===== src/rtl/gate_sweep_ctrl.sv =====
// Clocked self-checking sweep of the BUF/XNOR/NAND gate unit.
// Optional first-mismatch capture ports: GATE_SWEEP_FAIL_CAPTURE_EN.
module gate_sweep_ctrl #(
   parameter int SETTLE = 2,
   parameter int ERRW   = 4
) (
   input  logic            clk,
   input  logic            rst,
   input  logic            start,
   input  logic            abort,
   input  logic            z1,
   input  logic            z2,
   input  logic            z3,
   output logic            x1,
   output logic            x2,
   output logic            x3,
   output logic            y2,
   output logic            y3,
   output logic [1:0]      gate_sel,
   output logic [1:0]      vec_idx,
   output logic            busy,
   output logic            done,
   output logic            pass,
   output logic [ERRW-1:0] err_count
`ifdef GATE_SWEEP_FAIL_CAPTURE_EN
   ,
   output logic            fail_valid,
   output logic [1:0]      fail_gate,
   output logic [1:0]      fail_vec
`endif
);

   typedef enum logic [1:0] {
      S_IDLE,
      S_SETTLE,
      S_SAMPLE,
      S_DONE
   } state_t;

   localparam logic [3:0]      SETTLE_LAST = 4'(SETTLE - 1);
   localparam logic [ERRW-1:0] ERR_MAX     = '1;

   state_t          state_q, state_d;
   logic [3:0]      cnt_q, cnt_d;
   logic [1:0]      gate_q, gate_d;
   logic [1:0]      vec_q, vec_d;
   logic [4:0]      drv_q, drv_d;
   logic            busy_q, busy_d;
   logic            done_q, done_d;
   logic            pass_q, pass_d;
   logic [ERRW-1:0] err_q, err_d;
   logic            fv_q, fv_d;
   logic [1:0]      fg_q, fg_d;
   logic [1:0]      fvec_q, fvec_d;

   logic            expect_z;
   logic            got_z;
   logic            mismatch;
   logic            last_vec;

   // drv_q bit order: {x1, x2, y2, x3, y3}
   always_comb begin
      expect_z = 1'b0;
      got_z    = 1'b0;
      case (gate_q)
         2'd0: begin
            expect_z = drv_q[4];
            got_z    = z1;
         end
         2'd1: begin
            expect_z = ~(drv_q[3] ^ drv_q[2]);
            got_z    = z2;
         end
         2'd2: begin
            expect_z = ~(drv_q[1] & drv_q[0]);
            got_z    = z3;
         end
         default: begin
            expect_z = 1'b0;
            got_z    = 1'b0;
         end
      endcase
   end

   assign mismatch = got_z != expect_z;
   assign last_vec = (gate_q == 2'd2) && (vec_q == 2'd3);

   always_comb begin
      state_d = state_q;
      cnt_d   = cnt_q;
      gate_d  = gate_q;
      vec_d   = vec_q;
      busy_d  = busy_q;
      done_d  = 1'b0;
      pass_d  = pass_q;
      err_d   = err_q;
      fv_d    = fv_q;
      fg_d    = fg_q;
      fvec_d  = fvec_q;
      drv_d   = 5'b0;

      case (state_q)
         S_IDLE: begin
            if (start) begin
               state_d = S_SETTLE;
               cnt_d   = 4'd0;
               gate_d  = 2'd0;
               vec_d   = 2'd0;
               busy_d  = 1'b1;
               pass_d  = 1'b0;
               err_d   = '0;
               fv_d    = 1'b0;
               fg_d    = 2'd0;
               fvec_d  = 2'd0;
            end
         end
         S_SETTLE: begin
            if (abort) begin
               state_d = S_IDLE;
            end else if (cnt_q == SETTLE_LAST) begin
               state_d = S_SAMPLE;
            end else begin
               cnt_d = cnt_q + 4'd1;
            end
         end
         S_SAMPLE: begin
            if (abort) begin
               state_d = S_IDLE;
            end else begin
               if (mismatch) begin
                  if (err_q != ERR_MAX) err_d = err_q + 1'b1;
                  if (!fv_q) begin
                     fv_d   = 1'b1;
                     fg_d   = gate_q;
                     fvec_d = vec_q;
                  end
               end
               if (last_vec) begin
                  state_d = S_DONE;
                  done_d  = 1'b1;
                  busy_d  = 1'b0;
                  pass_d  = (err_d == '0);
                  gate_d  = 2'd0;
                  vec_d   = 2'd0;
               end else begin
                  state_d = S_SETTLE;
                  cnt_d   = 4'd0;
                  if (gate_q == 2'd0 && vec_q == 2'd1) begin
                     gate_d = 2'd1;
                     vec_d  = 2'd0;
                  end else if (vec_q == 2'd3) begin
                     gate_d = gate_q + 2'd1;
                     vec_d  = 2'd0;
                  end else begin
                     vec_d = vec_q + 2'd1;
                  end
               end
            end
         end
         S_DONE: begin
            state_d = S_IDLE;
         end
         default: begin
            state_d = S_IDLE;
         end
      endcase

      // abort leaves everything idle except the frozen error state
      if (state_d == S_IDLE && state_q != S_IDLE && state_q != S_DONE) begin
         busy_d = 1'b0;
         pass_d = 1'b0;
         gate_d = 2'd0;
         vec_d  = 2'd0;
      end

      if (state_d == S_SETTLE || state_d == S_SAMPLE) begin
         case (gate_d)
            2'd0:    drv_d = {vec_d[0], 4'b0};
            2'd1:    drv_d = {1'b0, vec_d[0], vec_d[1], 2'b0};
            2'd2:    drv_d = {3'b0, vec_d[0], vec_d[1]};
            default: drv_d = 5'b0;
         endcase
      end
   end

   always_ff @(posedge clk) begin
      if (rst) begin
         state_q <= S_IDLE;
         cnt_q   <= 4'd0;
         gate_q  <= 2'd0;
         vec_q   <= 2'd0;
         drv_q   <= 5'b0;
         busy_q  <= 1'b0;
         done_q  <= 1'b0;
         pass_q  <= 1'b0;
         err_q   <= '0;
         fv_q    <= 1'b0;
         fg_q    <= 2'd0;
         fvec_q  <= 2'd0;
      end else begin
         state_q <= state_d;
         cnt_q   <= cnt_d;
         gate_q  <= gate_d;
         vec_q   <= vec_d;
         drv_q   <= drv_d;
         busy_q  <= busy_d;
         done_q  <= done_d;
         pass_q  <= pass_d;
         err_q   <= err_d;
         fv_q    <= fv_d;
         fg_q    <= fg_d;
         fvec_q  <= fvec_d;
      end
   end

   assign x1        = drv_q[4];
   assign x2        = drv_q[3];
   assign y2        = drv_q[2];
   assign x3        = drv_q[1];
   assign y3        = drv_q[0];
   assign gate_sel  = gate_q;
   assign vec_idx   = vec_q;
   assign busy      = busy_q;
   assign done      = done_q;
   assign pass      = pass_q;
   assign err_count = err_q;

`ifdef GATE_SWEEP_FAIL_CAPTURE_EN
   assign fail_valid = fv_q;
   assign fail_gate  = fg_q;
   assign fail_vec   = fvec_q;
`else
   logic unused_fail;
   assign unused_fail = fv_q ^ (^fg_q) ^ (^fvec_q);
`endif

endmodule


===== config.mk =====
export PLATFORM = sky130hd
export DESIGN_NAME = gate_sweep_ctrl
export DESIGN_NICKNAME = d
export VERILOG_FILES = /design/src/rtl/gate_sweep_ctrl.sv
export SDC_FILE = /design/constraint.sdc
export NUM_CORES = 1
export LEC_CHECK = 0
export CORE_MARGIN = 2
export CORE_UTILIZATION = 55
export DETAILED_ROUTE_END_ITERATION = 7
export PLACE_DENSITY = 0.82
export SETUP_SLACK_MARGIN = 0.15
export SYNTH_ARGS = -nofsm -noshare
export SYNTH_HDL_FRONTEND = slang
export SYNTH_SLANG_ARGS = --single-unit

===== constraint.sdc =====
create_clock -name clk -period 5.9 [get_ports clk]
set_clock_uncertainty 0.1 [all_clocks]
set_input_delay 0.885 -clock clk [delete_from_list [all_inputs] [get_ports clk]]
set_output_delay 0.885 -clock clk [all_outputs]
set_load 0.01 [all_outputs]

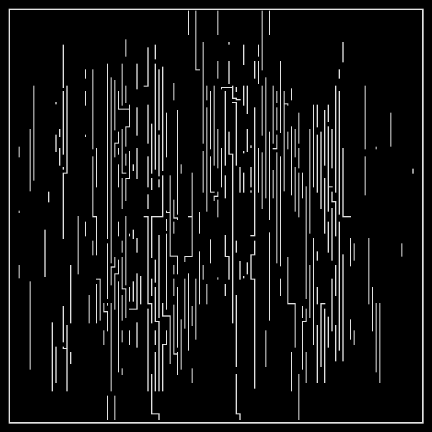
Fig. 1. Met2 routing (run 1).
Scale: 8 px per um.
The wires run mostly vertical. The layer holds 47% of the routed length. The layer carries 1,390 um of wire.
vias post-DR: 1,206
total routed wirelength: 2980 um
GR met2 Demand/Resource: 38.9%

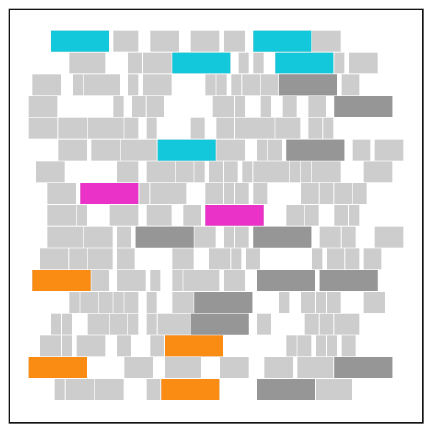
Fig. 2. Sequential cells coloured by netlist name (run 1).
Scale: 8 px per um. Other sequential cells in the stronger grey, the rest of the logic in the fainter grey.
Cyan stands for drv_q, placed flops 5. Magenta stands for vec_idx, placed flops 2. Orange stands for err_count, placed flops 4.
Another 11 sequential cells are not coloured.

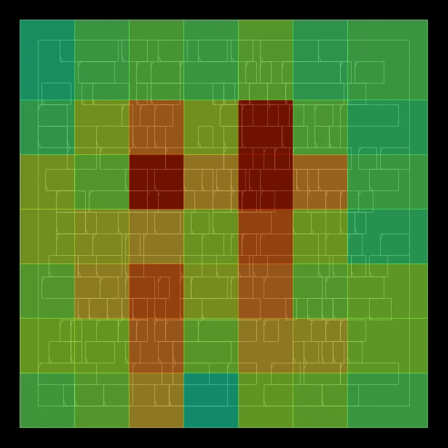
Fig. 3. Routing congestion (run 1).
GRT busiest layer: met2
All-Layer GR Usage: 24.9%
WL per Instance: 14.6 um
M3 GR Usage: 4.02%

run 1: kinds of logic (layout without fill, tap and decap cells):
family	Yosys count	in the layout	share of synthesized area [%]
buf+inv	10	33	3.02
simple gates	66	66	26.3
compound gates	39	39	20.5
fa+ha+maj	10	10	10.1
flops	22	22	35.5
mux	3	3	2.52
xor+xnor	3	3	2.12
run 1: power by group:
group          internal, W   total, W  leakage, nW  switching [W]
registers         0.000150   0.000153        0.178     0.00000244
clock network    0.0000377  0.0000868       0.0210      0.0000491
logic            0.0000119  0.0000257        0.363      0.0000138
run 1: area by class of cell:
type / count / area share [%]
clock buffer: 4 / 2.38
timing repair buffer: 22 / 14.5
inverter: 7 / 1.73
multi-input combinational: 121 / 50.2
tap: 28 / 2.30
sequential: 22 / 28.9
run 1: registers in the layout (all words and copies together), names as in the netlist:
| name | cells |
|---|---|
| done | 1 |
| cnt_q | 4 |
| pass | 1 |
| state_q | 2 |
| err_count | 4 |
| gate_sel | 2 |
| busy | 1 |
| vec_idx | 2 |
| drv_q | 5 |
run 1: stage by stage:
stage	cell area [sq um]	worst slack (ns)	hold slack [ns]	utilization, %	total power, W
after floorplan	1240	3.52	0.359	-	0.000172
after global placement	1490	2.90	0.366	68.5	0.000180
after detailed placement	1490	2.80	0.391	68.5	0.000181
after CTS	1520	3.13	0.410	70.1	0.000266
after global routing	1520	2.92	0.445	70.1	0.000275
final	1520	3.10	0.412	70.1	0.000265
run 1: Yosys cell counts (all sizes together) (3+ instances only):
cell type / n
a31oi: 5
a21oi: 14
nor2: 24
nand2b: 7
and2: 4
nand3: 5
clkbuf: 3
o21ai: 6
ha: 10
dfxtp: 22
nor3: 8
inv: 7
nand2: 10
==> impl_metrics.py, run 1 <==
# Synthesis and PnR figures
metrics = {
    "outcome": {
        "outcome": "completed",
    },
    "cells_and_area": {
        "drive_above_1_share_pct": 6.82,
        "nets": 194,
        "antenna_cells": 0,
        "fillCellCount": 200,
        "area_delta_synth_final_pct": 22.6,
        "comb_area_sq_um": 763,
        "final_cell_mix": "24 x nor2_1, 22 x dfxtp_1, 22 x clkdlybuf4s50_1, 14 x a21oi_1",
        "layout_top_cell": "nor2_1",
        "fin_cells": 204,
        "regArea_sq_um": 440,
    },
    "routing": {
        "via_per_inst": 5.91,
        "drtAntennaViolNets": 0,
        "remaining_drc_errors": 0,
        "drt_iter0_markers": 44,
        "dr_wl_met2_um": 1390,
        "drt-met1-wl_um": 1370,
        "first_pass_iters": 4,
        "routed.top_layer": "met4",
        "wl_met3_um": 171,
    },
    "min_path": {
        "min_to": "busy$_SDFFE_PP0P_",
        "hold_path.class": "flip-flop to flip-flop",
        "hold_path_depth": 2,
        "hold_start": "busy$_SDFFE_PP0P_",
    },
    "final_timing": {
        "drv_slew": 0,
        "min_period_over_period_pct": 47.5,
        "setup_tns_ns": 0,
        "max_freq_mhz": 357,
        "final-hold-violation-count": 0,
        "finalSetupViolCount": 0,
        "fin_crit_ns": 2.80,
        "rsz0062_at_grt": "false",
        "slew_headroom_pct": 61.0,
        "worst_pin_slew_ns": 0.585,
    },
    "placed_design": {
        "dpl.hpwl_um": 2200,
        "dp_cells": 200,
        "port_buffers": 22,
        "gp_congestion": 0.873,
    },
    "logic_synthesis": {
        "synth_seq_share_pct": 35.5,
        "edf_count": 0,
        "fp_nets": 170,
        "post-synth-top-area-fraction_pct": 35.5,
        "synth-async-reset-ratio_pct": 0,
        "numSynthFlops": 22,
        "ys_warn_count": 0,
        "yosysCellCount": 153,
        "synth_cell_types": 37,
        "postSynthCellCount": 153,
        "top_area_cell": "dfxtp_1",
        "topCellsByArea": "dfxtp_1 35%, ha_1 10%, nor2_1 7.3%",
        "ys_chip_area_sq_mm": 0.00124,
        "synth-main-ff-cell": "dfxtp_1",
        "syn_area_sq_mm": 0.00124,
        "syn_area_per_cell_sq_um": 8.11,
    },
    "clock_network": {
        "cts_buffers": 3,
        "clock_sinks": 22,
        "post_cts_resized": 0,
        "cts_tree": "yes",
        "cts_setup_buffers": 0,
        "htree_num_levels": 1,
        "cts.clk_slew.worst_paths_ns": 0.12,
        "clockBufferDepth": 2,
        "ctsHoldBuffers": 0,
        "clk_latency_ns": 0.32,
        "root_buffer": "clkbuf_4",
    },
    "grt": {
        "grt.overflow.total": 0,
        "grt_pass1_wl_um": 4910,
        "grt_pass1_vias": 1135,
        "antenna_found_initial": 0,
        "use_met1_pct": 33.2,
        "grt_max_degree": 14,
    },
    "worst_setup_path": {
        "cpPeakStageDelay_ns": 0.49,
        "path_buffers": 1,
        "path_class": "primary input to flip-flop",
        "timing.critical_path.cells": "clkdlybuf4s50_1, nand2b_1, o21ai_0, a21oi_1, ha_1, a21oi_1, o211ai_1, o31ai_2",
        "cp-end-kind": "flip-flop",
        "critPathTopFamily": "AND-OR/OR-AND gates",
        "worst_ep_arrival_time_ns": 2.94,
        "startpoint_type": "primary input",
        "reg2reg_slack_ns": 3.25,
        "crit_fanout": 7,
        "cp_data_required_time_ns": 6.04,
        "critical_path.endpoint": "pass$_SDFFE_PP0P_",
        "reg2reg_from": "gate_sel[1]$_SDFF_PP0_",
        "critPathLaunch": "abort",
        "rr_worst_depth": 9,
        "cp_slowest_cell": "clkdlybuf4s50_1",
        "r2r_end": "pass$_SDFFE_PP0P_",
        "worstSetupPathDepth": 8,
        "crit_top_cell": "a21oi_1",
    },
    "pwr": {
        "p_per_area_mw_per_mm2": 174,
        "irDropWorstVdd_v": 0.000109,
        "power.leakage_nw": 0.562,
    },
    "floorplan": {
        "die_h_um": 51.5,
        "dieArea_sq_mm": 0.00265,
        "fp_util_pct": 57.2,
        "die_x_um": 51.5,
        "rows": 17,
        "coreArea_sq_mm": 0.00217,
        "io_pins": 23,
    },
    "run": {
        "maxCapViolCount": 0,
        "log.warning_count": 31,
    },
}
==> run 2, diff against run 1 <==
--- a/config.mk
+++ b/config.mk
@@ -6,9 +6,9 @@
 export NUM_CORES = 1
 export LEC_CHECK = 0
 export CORE_MARGIN = 2
-export CORE_UTILIZATION = 55
+export CORE_UTILIZATION = 46
 export DETAILED_ROUTE_END_ITERATION = 7
-export PLACE_DENSITY = 0.82
+export PLACE_DENSITY = 0.73
 export SETUP_SLACK_MARGIN = 0.15
 export SYNTH_ARGS = -nofsm -noshare
 export SYNTH_HDL_FRONTEND = slang
==> constraint.sdc (replaced) <==
create_clock -name clk -period 2.5 [get_ports clk]
set_clock_uncertainty 0.1 [all_clocks]
set_input_delay 0.375 -clock clk [delete_from_list [all_inputs] [get_ports clk]]
set_output_delay 0.375 -clock clk [all_outputs]
set_load 0.01 [all_outputs]
==> impl_metrics.py, run 2 <==
# Synthesis and PnR figures
metrics = {
    "outcome": {
        "outcome": "completed",
    },
    "clock_network": {
        "clk_latency_ns": 0.30,
        "ctsHoldBuffers": 0,
        "clock_sinks": 22,
        "htree_num_levels": 1,
        "cts.clk_slew.worst_paths_ns": 0.12,
        "clockBufferDepth": 2,
        "root_buffer": "clkbuf_4",
        "cts_buffers": 3,
        "post_cts_resized": 1,
    },
    "cells_and_area": {
        "area_delta_synth_final_pct": 31.7,
        "largest_class": "combinational gates",
        "n_clock_buffer": 4,
        "final_cell_mix": "24 x nor2_1, 22 x clkdlybuf4s50_1, 21 x dfxtp_1, 14 x a21oi_1, 11 x buf_4",
        "layout_top_cell": "nor2_1",
        "regArea_sq_um": 442,
        "antenna_cells": 0,
        "inv_count": 7,
        "comb_cells": 121,
        "fillCellCount": 215,
        "fin_cells": 217,
        "n_all_buffers": 33,
        "sh_comb_area_pct": 48.3,
        "sh_seq_area_pct": 27.0,
        "regMostFlops": "drv_q",
        "area_share_clock_buf_inv_pct": 2.22,
        "largest_reg_flops": 5,
        "drive_above_1_share_pct": 15.0,
        "seq_cell_count": 22,
        "comb_area_sq_um": 790,
        "nets": 205,
    },
    "logic_synthesis": {
        "synth_seq_share_pct": 35.5,
        "synth-async-reset-ratio_pct": 0,
        "ys_sh_simple_pct": 26.3,
        "numSynthFlops": 22,
        "synth-main-ff-cell": "dfxtp_1",
        "mux_area_share_pct": 2.52,
        "xor_share_pct": 2.12,
        "edf_count": 0,
        "fp_nets": 170,
        "post-synth-top-area-fraction_pct": 35.5,
        "top_cell": "nor2_1",
        "postSynthCellCount": 153,
        "ys_chip_area_sq_mm": 0.00124,
        "ys_top_logic_family": "simple AND/OR/NAND/NOR gates",
        "syn_area_per_cell_sq_um": 8.11,
        "ys_warn_count": 0,
        "syn_area_sq_mm": 0.00124,
        "synth_cell_types": 37,
        "aoi_share_pct": 20.5,
        "topCellsByArea": "dfxtp_1 35%, ha_1 10%, nor2_1 7.3%",
        "yosys.area_share.adder_pct": 10.1,
    },
    "routing": {
        "dr_wl_met2_um": 1440,
        "first_pass_iters": 7,
        "wl_met3_um": 97,
        "routed.top_layer": "met4",
        "via_per_inst": 5.66,
        "drtAntennaViolNets": 0,
        "vias": 1228,
        "routed_wl_um": 2970,
        "remaining_drc_errors": 0,
        "drt-met1-wl_um": 1400,
        "drt_iter0_markers": 51,
    },
    "worst_setup_path": {
        "cp-end-kind": "flip-flop",
        "reg2reg_slack_ns": 0.28,
        "worst_ep_arrival_time_ns": 2.33,
        "rr_worst_depth": 8,
        "path_class": "flip-flop to flip-flop",
        "startpoint_type": "flip-flop",
        "r2r_end": "err_count[1]$_SDFFE_PP0P_",
    },
    "final_timing": {
        "max_freq_mhz": 450,
        "holdWs_ns": 0.417,
        "slew_headroom_pct": 73.9,
        "setup_tns_ns": 0,
        "final-hold-violation-count": 0,
        "rsz0062_at_grt": "true",
        "worst_pin_slew_ns": 0.392,
        "drv_slew": 0,
        "min_period_over_period_pct": 88.9,
    },
    "grt": {
        "grt_max_degree": 13,
        "grt_pass1_wl_um": 5010,
        "grt.overflow.total": 0,
        "antenna_found_initial": 0,
        "grt_pass1_vias": 1146,
    },
    "pwr": {
        "p_seq_w": 0.000360,
        "power_leader": "sequential cells",
        "pg_clk_w": 0.000193,
        "pg_comb_w": 0.0000705,
        "power.leakage_nw": 0.618,
        "irDropWorstVdd_v": 0.000324,
        "p_comb_share_pct": 11.3,
        "p_per_area_mw_per_mm2": 382,
        "p_clk_share_pct": 31.0,
        "power_switching_w": 0.000146,
        "switching_share_pct": 23.4,
        "power_frac_seq_pct": 57.7,
        "p_int_w": 0.000478,
    },
    "placed_design": {
        "gp_congestion": 0.827,
        "port_buffers": 22,
        "dp_cells": 213,
    },
    "floorplan": {
        "dieArea_sq_mm": 0.00313,
        "die_h_um": 55.9,
        "fp_util_pct": 49.2,
        "die_x_um": 55.9,
    },
    "min_path": {
        "hold_path.class": "flip-flop to flip-flop",
        "min_to": "cnt_q[3]$_SDFFE_PP0P_",
        "hold_start": "cnt_q[3]$_SDFFE_PP0P_",
    },
}
## run 2: cell counts after synthesis
Identical to the previous run, type by type.
## run 2: worst max-delay path, cell delays in order, from the launching register on
cell      delay [ns]
dfxtp_1         0.35
inv_1           0.08
ha_2            0.21
a222oi_1        0.39
buf_4           0.21
mux2i_4         0.26
mux2_4          0.33
a22oi_1         0.14
nor2_1          0.06
## run 2: per-stage QoR
| step | area, sq um | setup WS [ns] | util [%] | total power (W) |
|---|---|---|---|---|
| 6_report | 1630 | 0.279 | 64.8 | 0.000624 |
| 3_5_place_dp | 1570 | 0.0546 | 62.3 | 0.000436 |
| 5_1_grt | 1630 | 0.140 | 64.8 | 0.000653 |
| 3_3_place_gp | 1570 | 0.128 | 62.3 | 0.000434 |
| 4_1_cts | 1610 | 0.179 | 63.8 | 0.000630 |
| 2_1_floorplan | 1240 | 0.193 | - | 0.000405 |
## run 2: worst max-delay path by stage
stage | startpoint | depth (start not counted) | slack, ns | endpoint
after floorplan | gate_sel[0]$_SDFF_PP0_ | 7 | 0.19 | err_count[1]$_SDFFE_PP0P_
final | gate_sel[0]$_SDFF_PP0_ | 8 | 0.28 | err_count[1]$_SDFFE_PP0P_
after detailed placement | z1 | 8 | 0.05 | err_count[1]$_SDFFE_PP0P_
after CTS | gate_sel[0]$_SDFF_PP0_ | 8 | 0.18 | err_count[1]$_SDFFE_PP0P_
after global routing | gate_sel[0]$_SDFF_PP0_ | 11 | 0.14 | drv_q[1]$_SDFF_PP0_
after global placement | z1 | 8 | 0.13 | err_count[1]$_SDFFE_PP0P_
## run 2: per-layer routing
layer  vias up  track usage [%]
li1        615                -
met1       575             26.2
met4         0             5.10
met2        32             35.0
met5         -                0
met3         6             2.33
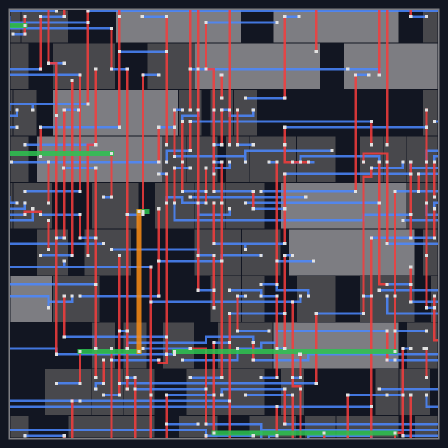
Fig. 4. A small window of the routed layout (run 2).
Window x 15 to 40, y 15 to 40 um. Cells in grey, sequential cells in the stronger grey; small squares are vias.
Green stands for met3. Blue stands for met1. Orange stands for met4. Red stands for met2.
Most frequent: nor2_1 (10), dfxtp_1 (9). Netlist names of flops here include drv_q (3), vec_idx (2). 49 logic cells have their middle in the window. Sequential cells in the window: 9.

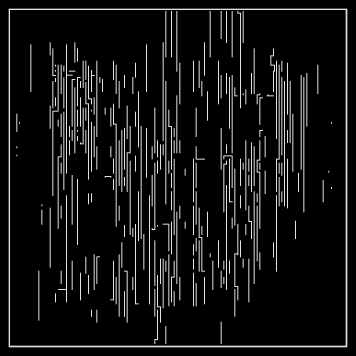
Fig. 5. Met2 routing (run 2).
Scale: 6 px per um.
The layer holds 49% of the routed length. 177 nets have wire on it.

Fig. 6: run 2, routing congestion
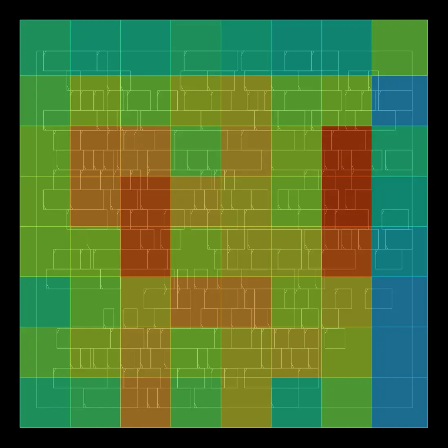

==> run 3, diff against run 2 <==
--- a/config.mk
+++ b/config.mk
@@ -6,9 +6,10 @@
 export NUM_CORES = 1
 export LEC_CHECK = 0
 export CORE_MARGIN = 2
-export CORE_UTILIZATION = 46
+export CORE_UTILIZATION = 37
+export CTS_CLUSTER_DIAMETER = 60
 export DETAILED_ROUTE_END_ITERATION = 7
-export PLACE_DENSITY = 0.73
+export PLACE_DENSITY = 0.61
 export SETUP_SLACK_MARGIN = 0.15
 export SYNTH_ARGS = -nofsm -noshare
 export SYNTH_HDL_FRONTEND = slang
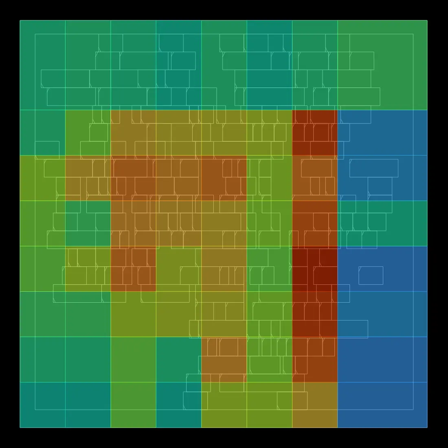
Fig. 7. Routing congestion (run 3).
GR met2 Demand/Resource: 26.5%
M3 GR Usage: 2.90%

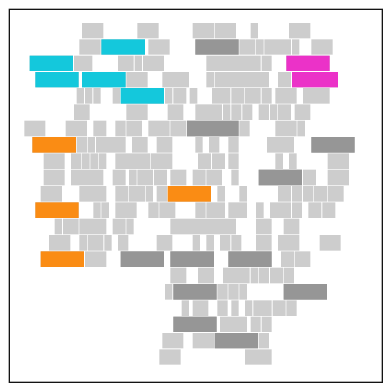
Fig. 8. Sequential cells coloured by netlist name (run 3).
Scale: 6 px per um. Other sequential cells in the stronger grey, the rest of the logic in the fainter grey.
Orange stands for err_count, placed flops 4, where west. Magenta stands for vec_idx, placed flops 2. Cyan stands for drv_q, placed flops 5, where north-west.
Another 11 sequential cells are not coloured.
sequential cell area: 445 sq um
Seq/total area: 25.7%
post-layout util: 52.7%

==> impl_metrics.py, run 3 <==
# Synthesis and PnR figures
metrics = {
    "min_path": {
        "hold_path.class": "flip-flop to flip-flop",
    },
    "routing": {
        "drtAntennaViolNets": 0,
        "remaining_drc_errors": 0,
        "via_per_inst": 5.18,
        "drt_iter0_markers": 48,
    },
    "final_timing": {
        "setup_tns_ns": 0,
        "worst_pin_slew_ns": 0.430,
        "drv_slew": 0,
        "min_period_over_period_pct": 89.6,
        "fin_crit_ns": 2.24,
        "layout_setup_ws_ns": 0.260,
        "rsz0062_at_grt": "false",
        "max_freq_mhz": 446,
    },
    "placed_design": {
        "port_buffers": 22,
        "place_ws_ns": 0.0932,
        "dpl.hpwl_um": 2250,
        "place_area_sq_mm": 0.00158,
        "dp_cells": 228,
    },
    "pwr": {
        "power_switching_w": 0.000160,
        "p_comb_share_pct": 10.8,
        "total_power_w": 0.000715,
        "power.leakage_nw": 0.650,
        "p_clk_share_pct": 39.0,
        "power_frac_seq_pct": 50.3,
        "switching_share_pct": 22.3,
        "p_int_w": 0.000555,
    },
    "worst_setup_path": {
        "crit_top_cell": "ha_1",
        "critical_path.endpoint": "pass$_SDFFE_PP0P_",
        "path_class": "flip-flop to flip-flop",
        "cp_data_required_time_ns": 2.63,
        "reg2reg_slack_ns": 0.26,
        "cp-end-kind": "flip-flop",
        "worst_ep_arrival_time_ns": 2.37,
        "cpPeakStageDelay_ns": 0.42,
        "startpoint_type": "flip-flop",
        "r2r_end": "pass$_SDFFE_PP0P_",
        "worstSetupPathDepth": 9,
        "crit_fanout": 5,
        "critPathTopFamily": "AND-OR/OR-AND gates",
        "rr_worst_depth": 9,
    },
    "grt": {
        "grt.overflow.total": 0,
        "grt_pass1_wl_um": 4840,
        "antenna_found_initial": 0,
        "grt_max_degree": 14,
        "grt.total_usage_pct": 17.2,
    },
    "logic_synthesis": {
        "numSynthFlops": 22,
        "top_cell": "nor2_1",
        "ys_sh_simple_pct": 26.3,
        "yosysCellCount": 153,
        "synth-async-reset-ratio_pct": 0,
        "syn_area_sq_mm": 0.00124,
        "edf_count": 0,
        "yosys.area_share.adder_pct": 10.1,
        "syn_area_per_cell_sq_um": 8.11,
        "synth_seq_share_pct": 35.5,
        "topCellsByArea": "dfxtp_1 35%, ha_1 10%, nor2_1 7.3%",
        "xor_share_pct": 2.12,
        "synth_cell_types": 37,
        "synth-main-ff-cell": "dfxtp_1",
        "ys_warn_count": 0,
    },
    "run": {
        "log.warning_count": 31,
    },
    "cells_and_area": {
        "fin_cells": 237,
        "nets": 209,
        "area_delta_synth_final_pct": 39.5,
        "layout_top_cell": "nor2_1",
        "stdcell_area_sq_mm": 0.00173,
        "antenna_cells": 0,
        "final_cell_mix": "24 x nor2_1, 22 x clkdlybuf4s50_1, 20 x dfxtp_1, 15 x buf_4, 13 x a21oi_1",
        "drive_above_1_share_pct": 19.9,
    },
    "floorplan": {
        "io_pins": 23,
        "coreArea_sq_mm": 0.00328,
        "dieArea_sq_mm": 0.00383,
        "fp_util_pct": 37.8,
    },
    "clock_network": {
        "cts_setup_buffers": 2,
        "cts.clk_slew.worst_paths_ns": 0.12,
        "cts_buffers": 3,
        "clockBufferDepth": 2,
        "root_buffer": "clkbuf_4",
    },
    "outcome": {
        "outcome": "completed",
    },
}
## run 3: metal layers
metal | up-vias | wire, um | GRT usage, %
li1 | 620 | - | -
met2 | 29 | 1440 | 26.5
met4 | 0 | 32 | 6.69
met5 | - | 0 | 0
met1 | 575 | 1470 | 23.9
met3 | 4 | 157 | 2.90
## run 3: worst reg2reg max path, cell delays in order (launching register included)
cell	delay [ns]
dfxtp_1	0.42
ha_1	0.18
nor3b_2	0.22
a31oi_1	0.12
or2_2	0.31
ha_1	0.22
a21oi_2	0.17
buf_4	0.13
o211ai_1	0.11
o31ai_2	0.20
## run 3: worst min path at each step
stage	from	end	slack [ns]	cells after the start
2_1_floorplan	rst	err_count[3]$_SDFFE_PP0P_	0.35	1
6_report	busy$_SDFFE_PP0P_	busy$_SDFFE_PP0P_	0.43	2
3_5_place_dp	cnt_q[3]$_SDFFE_PP0P_	cnt_q[3]$_SDFFE_PP0P_	0.39	2
4_1_cts	cnt_q[3]$_SDFFE_PP0P_	cnt_q[3]$_SDFFE_PP0P_	0.41	2
5_1_grt	pass$_SDFFE_PP0P_	pass$_SDFFE_PP0P_	0.45	2
3_3_place_gp	cnt_q[3]$_SDFFE_PP0P_	cnt_q[3]$_SDFFE_PP0P_	0.37	2
## run 3: area by class of cell
cell class | instances | area, sq um
clock buffer | 3 | 22.5
clock inverter | 1 | 30.0
fill | 325 | 1550
inverter | 7 | 26.3
multi-input combinational | 121 | 817
sequential | 22 | 445
tap | 46 | 57.6
timing repair buffer | 37 | 333
## run 3: power groups by stage
stage,combinational [W],clock (W),sequential (W)
global placement,0.0000695,0,0.000368
floorplan,0.0000401,0,0.000365
detailed placement,0.0000700,0,0.000368
finish,0.0000769,0.000278,0.000359
CTS,0.0000706,0.000285,0.000360
global route,0.0000844,0.000303,0.000360
No activity file was given, so power comes from the tool's default toggle rates.
